--- config.mk ---
export PLATFORM = sky130hd
export DESIGN_NAME = reg_file_sb
export DESIGN_NICKNAME = d
export VERILOG_FILES = /design/src/rtl/reg_file_sb.sv
export SDC_FILE = /design/constraint.sdc
export NUM_CORES = 2
export LEC_CHECK = 0
export CAP_MARGIN = 5
export CORE_ASPECT_RATIO = 0.75
export CORE_MARGIN = 5
export CORE_UTILIZATION = 65
export CTS_BUF_LIST = sky130_fd_sc_hd__clkbuf_4 sky130_fd_sc_hd__clkbuf_8 sky130_fd_sc_hd__clkbuf_16
export DETAILED_ROUTE_END_ITERATION = 8
export PLACE_DENSITY = 0.83
export RECOVER_POWER = 50
export SYNTH_ARGS = -nofsm -noshare
export SYNTH_HDL_FRONTEND = slang
export SYNTH_SLANG_ARGS = --single-unit
export TNS_END_PERCENT = 10
--- constraint.sdc ---
create_clock -name clk -period 8.3 [get_ports clk]
set_input_delay 0.83 -clock clk [delete_from_list [all_inputs] [get_ports clk]]
set_output_delay 0.83 -clock clk [all_outputs]
set_load 0.05 [all_outputs]
--- src/rtl/reg_file_sb.sv ---
// Register file with per-entry scoreboard (pending) bits and a registered busy count.
// Optional same-cycle write-to-read forwarding when REG_FILE_SB_BYPASS_EN is defined.

module reg_file_sb_rd #(
  parameter int DATA_W = 32,
  parameter int ADDR_W = 5
) (
  input  logic [2**ADDR_W-1:0][DATA_W-1:0] entries,
  input  logic [2**ADDR_W-1:0]             pend,
  input  logic [ADDR_W-1:0]                rd_addr,
`ifdef REG_FILE_SB_BYPASS_EN
  input  logic                             wr_hit,
  input  logic [ADDR_W-1:0]                wr_addr,
  input  logic [DATA_W-1:0]                wr_data,
  input  logic                             iss_hit,
  input  logic [ADDR_W-1:0]                iss_addr,
`endif
  output logic [DATA_W-1:0]                rd_data,
  output logic                             rd_ready
);

  always_comb begin
    rd_data  = entries[rd_addr];
    rd_ready = ~pend[rd_addr];
`ifdef REG_FILE_SB_BYPASS_EN
    // forwarded data is final unless a new producer claims the same register this cycle
    if (wr_hit && (wr_addr == rd_addr)) begin
      rd_data  = wr_data;
      rd_ready = ~(iss_hit && (iss_addr == rd_addr));
    end
`endif
    if (rd_addr == '0) begin
      rd_data  = '0;
      rd_ready = 1'b1;
    end
  end

endmodule

module reg_file_sb #(
  parameter int DATA_W = 32,
  parameter int ADDR_W = 5
) (
  input  logic              clk,
  input  logic              reset,
  input  logic [ADDR_W-1:0] rd_addr_a,
  input  logic [ADDR_W-1:0] rd_addr_b,
  output logic [DATA_W-1:0] rd_data_a,
  output logic [DATA_W-1:0] rd_data_b,
  output logic              rd_ready_a,
  output logic              rd_ready_b,
  input  logic              wr_en,
  input  logic [ADDR_W-1:0] wr_addr,
  input  logic [DATA_W-1:0] wr_data,
  input  logic              iss_en,
  input  logic [ADDR_W-1:0] iss_addr,
  input  logic              flush,
  output logic [ADDR_W:0]   busy_cnt
);

  localparam int DEPTH  = 2**ADDR_W;
  localparam int NPORTS = 2;

  logic [DEPTH-1:0][DATA_W-1:0]  entries;
  logic [DEPTH-1:0]              pend, pend_nxt;
  logic [ADDR_W:0]               busy_nxt;
  logic                          wr_hit, iss_hit;
  logic [NPORTS-1:0][ADDR_W-1:0] rd_addr;
  logic [NPORTS-1:0][DATA_W-1:0] rd_data;
  logic [NPORTS-1:0]             rd_ready;

  assign wr_hit  = wr_en  && (wr_addr  != '0);
  assign iss_hit = iss_en && (iss_addr != '0);

  // flush first, then write-back clears, then issue sets (newest producer wins)
  always_comb begin
    pend_nxt = flush ? '0 : pend;
    if (wr_hit)  pend_nxt[wr_addr]  = 1'b0;
    if (iss_hit) pend_nxt[iss_addr] = 1'b1;
    pend_nxt[0] = 1'b0;
  end

  always_comb begin
    busy_nxt = '0;
    for (int i = 1; i < DEPTH; i++)
      busy_nxt = busy_nxt + (ADDR_W+1)'(pend_nxt[i]);
  end

  always_ff @(posedge clk or negedge reset) begin
    if (!reset) begin
      pend     <= '0;
      busy_cnt <= '0;
    end else begin
      pend     <= pend_nxt;
      busy_cnt <= busy_nxt;
    end
  end

  // entry 0 is never written, so it holds its reset value of zero
  always_ff @(posedge clk or negedge reset) begin
    if (!reset)      entries          <= '0;
    else if (wr_hit) entries[wr_addr] <= wr_data;
  end

  assign rd_addr[0] = rd_addr_a;
  assign rd_addr[1] = rd_addr_b;

  for (genvar p = 0; p < NPORTS; p++) begin : g_rd
    reg_file_sb_rd #(.DATA_W(DATA_W), .ADDR_W(ADDR_W)) u_rd (
      .entries  (entries),
      .pend     (pend),
      .rd_addr  (rd_addr[p]),
`ifdef REG_FILE_SB_BYPASS_EN
      .wr_hit   (wr_hit),
      .wr_addr  (wr_addr),
      .wr_data  (wr_data),
      .iss_hit  (iss_hit),
      .iss_addr (iss_addr),
`endif
      .rd_data  (rd_data[p]),
      .rd_ready (rd_ready[p])
    );
  end

  assign rd_data_a  = rd_data[0];
  assign rd_data_b  = rd_data[1];
  assign rd_ready_a = rd_ready[0];
  assign rd_ready_b = rd_ready[1];

endmodule

==> reports/results.txt <==
Run status -> complete, but fails checks
Failing checks -> max-capacitance violations, max-slew violations
Busiest metal layer after global routing -> met2
First-pass GRT wire length -> 260500 um
Ys async rst share -> 100.0%
Tmin final -> 6.775 ns
Clock network power -> 4.96 mW
Post-synth net total -> 3918
Synth Area in Simple Gates -> 1.597%
WL final -> 174500 um
ClkCell Share -> 5.796%
Core Util at FP -> 65.35%
Number of signal-net buffers in the layout -> 212
Ys Warns -> 0
CP delay by family, top -> adder cells
Final Skew -> 0.01453 ns
Final tally of max-slew violations -> 210
Max-slew headroom -> -327.5%
Commonest Layout Cell -> dfrtp_1
Largest net degree at the start of global routing -> 179
Non-clk invs -> 43
Yosys cell types -> 52
Yosys stat cell total -> 3831
Share of cells above drive strength 1 -> 47.84%
Area growth syn-to-layout -> 8.936%
Slowest cell on crit path -> clkinv_1
WP buf/inv -> 8
M1 wire length -> 65990 um
Mux area share -> 41.79%
Mapped cell area -> 0.05719 sq mm
Syn_area_per_cell -> 14.93 sq um
CP startpoint -> flush
Area contributors post-synth -> dfrtp_1 (46%), mux2_2 (20%), mux4_2 (18%), mux2i_1 (3.4%), clkbuf_1 (1.5%)
Number of enable flip-flop cells -> 0
Pwr dens -> 241.2 mW/mm^2
Post-Synth XOR/XNOR Area -> 0.04595%
Area share of fa/ha/maj cells after synthesis -> 0.9583%
Max_cap viols -> 4
-- sequential cells by signal, indices dropped and copies added (netlist names) --
| register | count |
|---|---|
| busy_cnt | 6 |
| entries | 1024 |
| pend | 31 |
-- worst min-delay path by stage --
stage                                  from                       end  slack [ns]
global route        entries[15]$_DFFE_PN0P_   entries[15]$_DFFE_PN0P_        0.41
detailed placement  entries[26]$_DFFE_PN0P_   entries[26]$_DFFE_PN0P_        0.38
floorplan            entries[0]$_DFFE_PN0P_    entries[0]$_DFFE_PN0P_        0.44
finish              entries[26]$_DFFE_PN0P_   entries[26]$_DFFE_PN0P_        0.39
global placement    entries[28]$_DFFE_PN0P_   entries[28]$_DFFE_PN0P_        0.38
CTS                                   reset  entries[244]$_DFFE_PN0P_        0.25
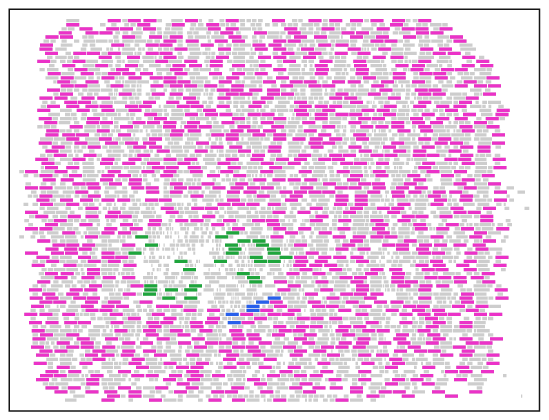
flops_by_reg.png
(1.5 px per um)
| colour | netlist name | flops |
|---|---|---|
| green | pend | 31 |
| blue | busy_cnt | 6 |
| magenta | entries | 1024 |
Seq/total area: 42.62%
Final Util: 71.19%

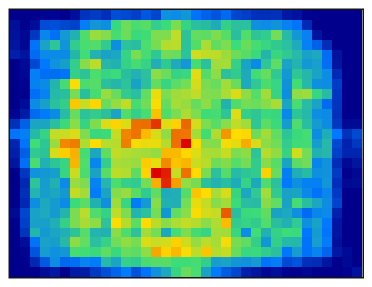
metal_density.png
(1 px per um) The die is cut into 35 by 27 equal tiles; dark blue is low, red is high, scaled to the fullest tile. Values are wire area over tile area, all layers added.
mean over tiles: 0.33
nearly empty tiles: 10%
tiles over half the peak: 38%
densest ninth of the die: centre
fullest tile: 0.80
via count: 37.59k
detail-routed net length per standard cell: 35.19 um
Tot GR Track Use: 37.54%

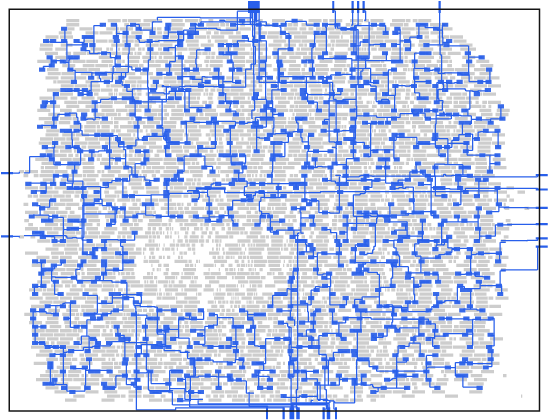
io_fan.png
(1.5 px per um)
| colour | port | bits | direction | edge | end cells | wire |
|---|---|---|---|---|---|---|
| blue | wr_data | 32 | input | 13 north, 11 south, 6 east, 2 west | 992 | 11500 um |
IO Count: 129
port buffer count: 128

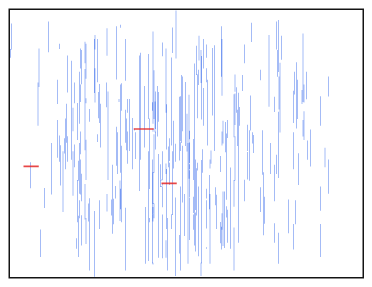
wires.png
(1 px per um) Two of the layers only.
| colour | layer | wire length |
|---|---|---|
| red | metal 5 | 46.0 um |
| blue | metal 4 | 9900 um |

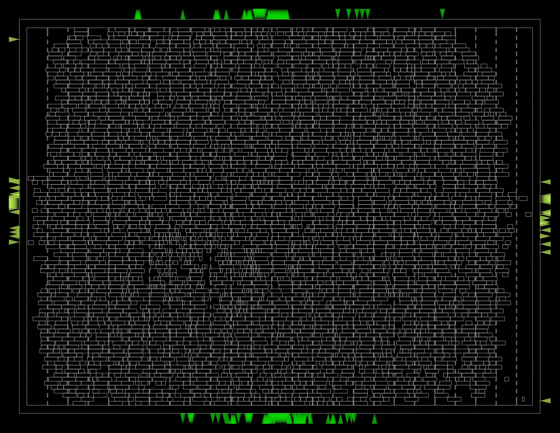
placement.png
tap cells: 1152
flop count: 1061

Power and IR drop assume default switching activity.
